==> src/rtl/multi_edge_pulse.sv <==
// Per-channel edge-to-pulse converter: synchroniser, TRIGGER-qualified edge detect, IDLE/ACTIVE/HOLD FSM.
// Optional sticky pending flags are built only when MULTI_EDGE_PULSE_PENDING_EN is defined.
module multi_edge_pulse #(
  parameter int                    CHANNELS    = 4,
  parameter logic [1:0]            TRIGGER     = 2'b11,
  parameter int                    SYNC_STAGES = 2,
  parameter int                    PULSE_WIDTH = 1,
  parameter int                    HOLDOFF     = 0,
  parameter int                    RETRIGGER   = 0,
  parameter logic [CHANNELS-1:0]   IDLE_LEVEL  = '0
) (
  input  logic                clk,
  input  logic                rst,
  input  logic [CHANNELS-1:0] ctrl,
  input  logic [CHANNELS-1:0] mask,
`ifdef MULTI_EDGE_PULSE_PENDING_EN
  input  logic [CHANNELS-1:0] pending_clr,
  output logic [CHANNELS-1:0] pending,
`endif
  output logic [CHANNELS-1:0] pulse,
  output logic [CHANNELS-1:0] busy
);

  typedef enum logic [1:0] {
    ST_IDLE   = 2'd0,
    ST_ACTIVE = 2'd1,
    ST_HOLD   = 2'd2
  } state_e;

  // 8 bits cover PULSE_WIDTH-1 (max 255) and HOLDOFF-1 (max 254).
  localparam logic [7:0] PW_LOAD = 8'(PULSE_WIDTH - 1);
  localparam logic [7:0] HO_LOAD = (HOLDOFF > 0) ? 8'(HOLDOFF - 1) : 8'd0;
  localparam bit         HAS_HO  = (HOLDOFF > 0);
  localparam bit         RETRIG  = (RETRIGGER != 0);

  logic [CHANNELS-1:0] sync_q [SYNC_STAGES];
  logic [CHANNELS-1:0] prev_q;
  logic [CHANNELS-1:0] cur_s;
  logic [CHANNELS-1:0] rise_s;
  logic [CHANNELS-1:0] fall_s;
  logic [CHANNELS-1:0] valid_s;

  state_e              state_q [CHANNELS];
  state_e              state_d [CHANNELS];
  logic [7:0]          cnt_q   [CHANNELS];
  logic [7:0]          cnt_d   [CHANNELS];
  logic [CHANNELS-1:0] pulse_q;
  logic [CHANNELS-1:0] pulse_d;
  logic [CHANNELS-1:0] busy_q;
  logic [CHANNELS-1:0] busy_d;

  // Synchroniser chain followed by the previous-sample flop.
  always_ff @(posedge clk or posedge rst) begin
    if (rst) begin
      for (int s = 0; s < SYNC_STAGES; s++) begin
        sync_q[s] <= IDLE_LEVEL;
      end
      prev_q <= IDLE_LEVEL;
    end else begin
      sync_q[0] <= ctrl;
      for (int s = 1; s < SYNC_STAGES; s++) begin
        sync_q[s] <= sync_q[s-1];
      end
      prev_q <= sync_q[SYNC_STAGES-1];
    end
  end

  assign cur_s   = sync_q[SYNC_STAGES-1];
  assign rise_s  = cur_s & ~prev_q;
  assign fall_s  = ~cur_s & prev_q;
  assign valid_s = ((rise_s & {CHANNELS{TRIGGER[0]}}) |
                    (fall_s & {CHANNELS{TRIGGER[1]}})) & ~mask;

  // Per-channel next-state, counter and output decode.
  always_comb begin
    for (int c = 0; c < CHANNELS; c++) begin
      state_d[c] = state_q[c];
      cnt_d[c]   = cnt_q[c];
      case (state_q[c])
        ST_IDLE: begin
          if (valid_s[c]) begin
            state_d[c] = ST_ACTIVE;
            cnt_d[c]   = PW_LOAD;
          end else begin
            state_d[c] = ST_IDLE;
          end
        end
        ST_ACTIVE: begin
          if (RETRIG && valid_s[c]) begin
            cnt_d[c] = PW_LOAD;
          end else if (cnt_q[c] == 8'd0) begin
            if (HAS_HO) begin
              state_d[c] = ST_HOLD;
              cnt_d[c]   = HO_LOAD;
            end else begin
              state_d[c] = ST_IDLE;
              cnt_d[c]   = 8'd0;
            end
          end else begin
            cnt_d[c] = cnt_q[c] - 8'd1;
          end
        end
        ST_HOLD: begin
          // Edges are ignored here; one landing on the exit cycle is dropped.
          if (cnt_q[c] == 8'd0) begin
            state_d[c] = ST_IDLE;
          end else begin
            cnt_d[c] = cnt_q[c] - 8'd1;
          end
        end
        default: begin
          state_d[c] = ST_IDLE;
          cnt_d[c]   = 8'd0;
        end
      endcase
      pulse_d[c] = (state_d[c] == ST_ACTIVE);
      busy_d[c]  = (state_d[c] != ST_IDLE);
    end
  end

  // State, counter and registered outputs; reset drops pulse immediately.
  always_ff @(posedge clk or posedge rst) begin
    if (rst) begin
      for (int c = 0; c < CHANNELS; c++) begin
        state_q[c] <= ST_IDLE;
        cnt_q[c]   <= 8'd0;
      end
      pulse_q <= '0;
      busy_q  <= '0;
    end else begin
      for (int c = 0; c < CHANNELS; c++) begin
        state_q[c] <= state_d[c];
        cnt_q[c]   <= cnt_d[c];
      end
      pulse_q <= pulse_d;
      busy_q  <= busy_d;
    end
  end

  assign pulse = pulse_q;
  assign busy  = busy_q;

`ifdef MULTI_EDGE_PULSE_PENDING_EN
  logic [CHANNELS-1:0] pending_q;
  logic [CHANNELS-1:0] pending_d;

  // Sticky flag: a new valid edge beats a simultaneous clear.
  assign pending_d = (pending_q & ~pending_clr) | valid_s;

  // Pending flag register.
  always_ff @(posedge clk or posedge rst) begin
    if (rst) begin
      pending_q <= '0;
    end else begin
      pending_q <= pending_d;
    end
  end

  assign pending = pending_q;
`endif

endmodule

==> config.mk <==
export PLATFORM = sky130hd
export DESIGN_NAME = multi_edge_pulse
export DESIGN_NICKNAME = d
export VERILOG_FILES = /design/src/rtl/multi_edge_pulse.sv
export SDC_FILE = /design/constraint.sdc
export NUM_CORES = 1
export LEC_CHECK = 0
export ABC_AREA = 1
export CAP_MARGIN = 20
export CELL_PAD_IN_SITES_DETAIL_PLACEMENT = 1
export CELL_PAD_IN_SITES_GLOBAL_PLACEMENT = 2
export CORE_MARGIN = 2
export CORE_UTILIZATION = 39
export CTS_CLUSTER_DIAMETER = 80
export DETAILED_ROUTE_END_ITERATION = 10
export GPL_TIMING_DRIVEN = 1
export HOLD_SLACK_MARGIN = 0.1
export PLACE_DENSITY = 0.88
export SLEW_MARGIN = 10
export SYNTH_ARGS = -nofsm -noshare
export SYNTH_HDL_FRONTEND = slang
export SYNTH_SLANG_ARGS = --single-unit
==> constraint.sdc <==
create_clock -name clk -period 3.1 [get_ports clk]
set_input_delay 0.62 -clock clk [delete_from_list [all_inputs] [get_ports clk]]
set_output_delay 0.62 -clock clk [all_outputs]
set_load 0.01 [all_outputs]
==> impl_metrics.ini <==
; flow metrics
[timing]
finalSetupViolCount = 0
setup-tns-final_ns = 0
worst_pin_slew_ns = 0.673
fin_crit_ns = 1.83
max-slew-margin-rel_pct = 55.1
fmax_mhz = 546
fin_ws_ns = 1.27
final_hold_viol_count = 0
slew_viol_final = 0
rsz0062_at_grt = no
finalClockPeriodUsage_pct = 59.1

[logic_synthesis]
async_reset_ff_share_pct = 100
synth_top_cell_by_area = dfrtp_1
ys_cells = 465
ys_ff = 60
yosysWarnings = 0
synth_dominant_cell_count = nand2_1
fp_nets = 499
synth_cells = 465
ys_types = 28
edf_count = 0
synth.avg_cell_area_sq_um = 7.91
netlist_area_sq_um = 3680
netlist_top_cells_count = nand2_1, inv_1, dfrtp_1
ys_seq_share_pct = 40.8
yosys-stat-area_sq_um = 3680
ys_top_cells_by_area = dfrtp_1, nand2_1, inv_1, ha_1, nand3_1
synthFlopType = dfrtp_1

[clock_network]
cts-root-buf = clkbuf_8
clk_latency_ns = 0.34
cts_tree = done
post_cts_buffers = 0
h-tree-depth = 3
cts_resized = 0
clk_pin_slew_worst_paths_ns = 0.08
cts_max_path_buffers = 2
numCtsBuffers = 9
cts.sinks = 60

[critical_path]
path_delay_family = buffers and inverters
worst_r2r_endpoint = cnt_q[14]
worstPathCellList = clkdlybuf4s50_1
r2r_slack_ns = 1.48
required_ns = 2.48
crit_fanout = 1
setup.worst_path.end = busy[0]
crit_path_start_kind = flop
crit_start = busy[0]
cp_num_cells = 1
r2r-start = cnt_q[8]
arrival_ns = 1.21
critPathCaptureType = primary output
slowest_delay_ns = 0.53
crit_slowest_cell = clkdlybuf4s50_1
reg2reg_depth = 11

[drt]
drt_first_pass_iters = 4
wl_mm = 7.98
drc = 0
postRouteAntennaNets = 0
drt_iter0_markers = 67
wire_per_inst_um = 13.1
via_per_inst = 4.77

[global_routing]
grt_pass1_wl_mm = 14.1
antenna_found_initial = 0
grt_max_degree = 32
grt_pass1_vias = 3134
grt_remaining_overflow = 0

[die]
die_x_um = 101
fp-utilization_pct = 40.0
rows = 35
die_area_sq_um = 10200
io_pins = 18

[run]
warnings = 42
cap_violations = 0

[place]
gp_congestion = 0.784
portBuffers = 17
dp_slack_ns = 1.12
hpwl_mm = 6.21

[power]
switching_share_pct = 40.7
fin_total_pwr_w = 0.00326
combPwrFrac_pct = 43.4
p_sw_w = 0.00133
p_leak_nw = 2.30
power_frac_seq_pct = 31.8
internal-power_w = 0.00193
cellPowerDensity_nw_per_um2 = 770
ir_worst_vdd_uv = 340

[cells_and_area]
antenna_cells = 0
fin_nets = 528
syn2layout_area_growth_pct = 15.1

[status]
status = finished, final reports clean

[min_path]
hold_class = flop to flop
[flip-flops by register name (all words and copies together), names as in the netlist]
register and flops:
state_q 8, pulse 4, busy 4, prev_q 4
cur_s 4, sync_q 4, cnt_q 32
[routing by layer]
metal / routed length (um) / global-route usage (%) / up-vias
met4: 110 / 6.55 / 0
met3: 178 / 3.47 / 9
li1: - / - / 1488
met5: 0 / 0 / -
met2: 4070 / 31.3 / 27
met1: 3620 / 21.1 / 1386
[final cells by class]
class / instances / area, sq um
clock inverter: 3 / 68.8
inverter: 97 / 374
timing repair buffer: 18 / 190
clock buffer: 13 / 159
fill: 1135 / 4960
tap: 111 / 139
sequential: 60 / 1500
multi-input combinational: 308 / 1800
[worst reg2reg max path, stage by stage (launching register included)]
cell	delay [ns]
dfrtp_1	0.38
inv_1	0.13
ha_1	0.20
nand2_1	0.07
nor2_2	0.16
nand2_1	0.11
nand2_1	0.07
nand2_1	0.11
nand2_2	0.12
nand2_4	0.07
nand2_2	0.06
nor2_2	0.04
[how the worst min path moves through the flow]
stage	start	to	slack, ns	cells after the start
after floorplan	sync_q[4]	cur_s[0]	0.33	0
after global placement	sync_q[7]	cur_s[3]	0.33	0
after detailed placement	sync_q[7]	cur_s[3]	0.34	0
after CTS	sync_q[7]	cur_s[3]	0.35	0
after global routing	sync_q[4]	cur_s[0]	0.36	0
final	sync_q[7]	cur_s[3]	0.35	0
[power by group through the flow]
stage                     Sequential [W]  Combinational (W)  Clock (W)
final                            0.00104            0.00141   0.000809
after global routing             0.00106            0.00162   0.000874
after CTS                        0.00104            0.00144   0.000839
after detailed placement         0.00105            0.00143          0
after global placement           0.00105            0.00138          0
after floorplan                  0.00103            0.00111          0
[stage by stage]
stage	hold slack, ns	std cells	area, sq um	util [%]
6_report	0.351	610	4230	46.0
5_1_grt	0.362	610	4230	46.0
4_1_cts	0.355	610	4230	46.0
3_5_place_dp	0.336	594	4010	43.6
3_3_place_gp	0.333	594	4010	43.6
2_1_floorplan	0.331	465	3680	-
[cell families (layout without fill, tap and decap cells)]
group           count (synthesis)  after routing  synth area share, %
xor+xnor                        5              5                 1.19
fa+ha+maj                      24             24                 8.17
buf+inv                        97            131                 10.2
flops                          60             60                 40.8
simple gates                  260            260                 36.6
compound gates                 19             19                 3.00
[cells in the final DEF (no fill, tap or decap), drive strengths merged]
cell	netlist	layout
a21oi	3	3
buf	0	1
bufinv	0	2
clkbuf	0	13
clkdlybuf4s50	0	17
clkinv	0	1
dfrtp	60	60
ha	24	24
inv	97	97
nand2	137	137
nand3	43	43
nand3b	8	8
nand4	16	16
nor2	52	52
nor3	4	4
o211ai	1	1
o21ai	13	13
o22ai	2	2
xnor2	4	4
xor2	1	1
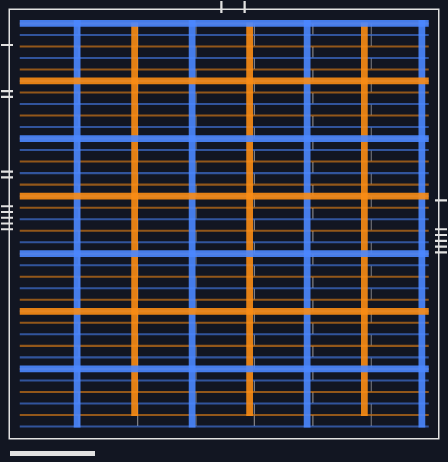
Figure 1: power grid.
The bar under the picture is 20 um long. Pins as bars on the die edge. Tap cells in gray.
| color | net |
|---|---|
| orange | VDD |
| blue | VSS |
met5 straps: 7
signal pins: 18
met1 rails: 36
rows: 35
tap cells: 111
total core area: 9200 sq um
Die Height: 101 um

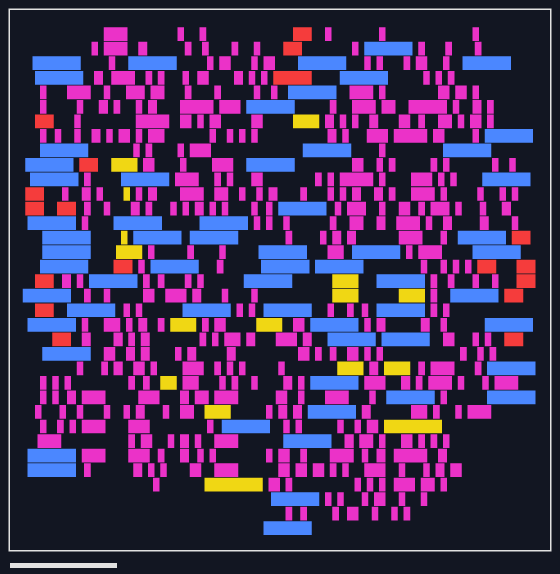
Figure 2: placement by cell class.
The bar under the picture is 20 um long.
| color | class | cells |
|---|---|---|
| red | remaining buffers and delay cells | 18 |
| yellow | clock drivers and dummy loads | 16 |
| magenta | remaining logic cells | 405 |
| blue | sequential cells | 60 |
final core utilization: 46.0%
Seq area share: 35.5%

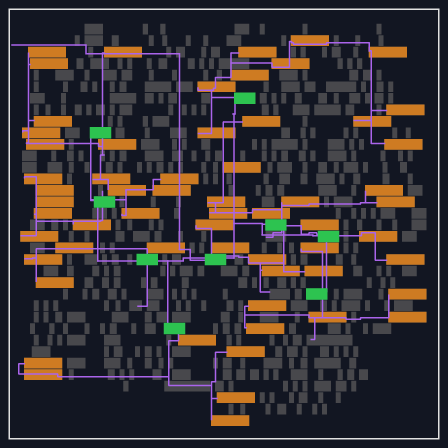
Figure 3: clock network drawn from the DEF.
[green] clock-net drivers | count: 9
[orange] flip-flops | count: 60
[purple] clock wires | length: 920 um
flops lie: spread over the die
routed clock nets: 10
Clock Power: 0.000809 W
Layout Skew: 0.00971 ns
Clock power frac: 24.8%

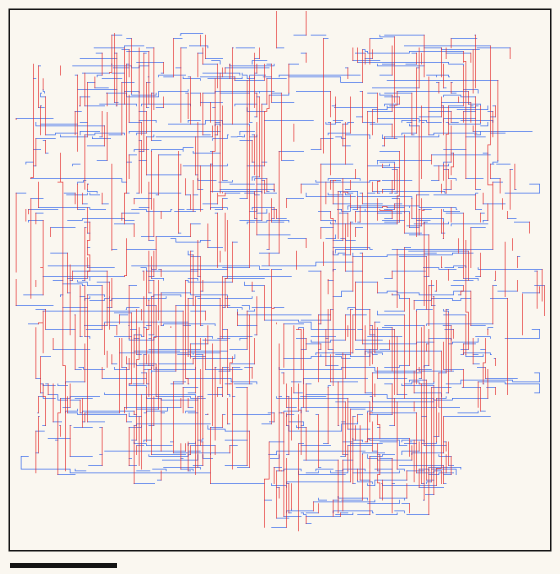
Figure 4: routed metal, one color a layer.
The bar under the picture is 20 um long. Only two layers are drawn.
| color | layer | wire length |
|---|---|---|
| red | M2 | 4,070 um |
| blue | M1 | 3,620 um |
GRT Resource Usage Total: 17.7%
DR vias: 2,910

Power figures rest on the tool's default switching activity, not on a simulated workload.
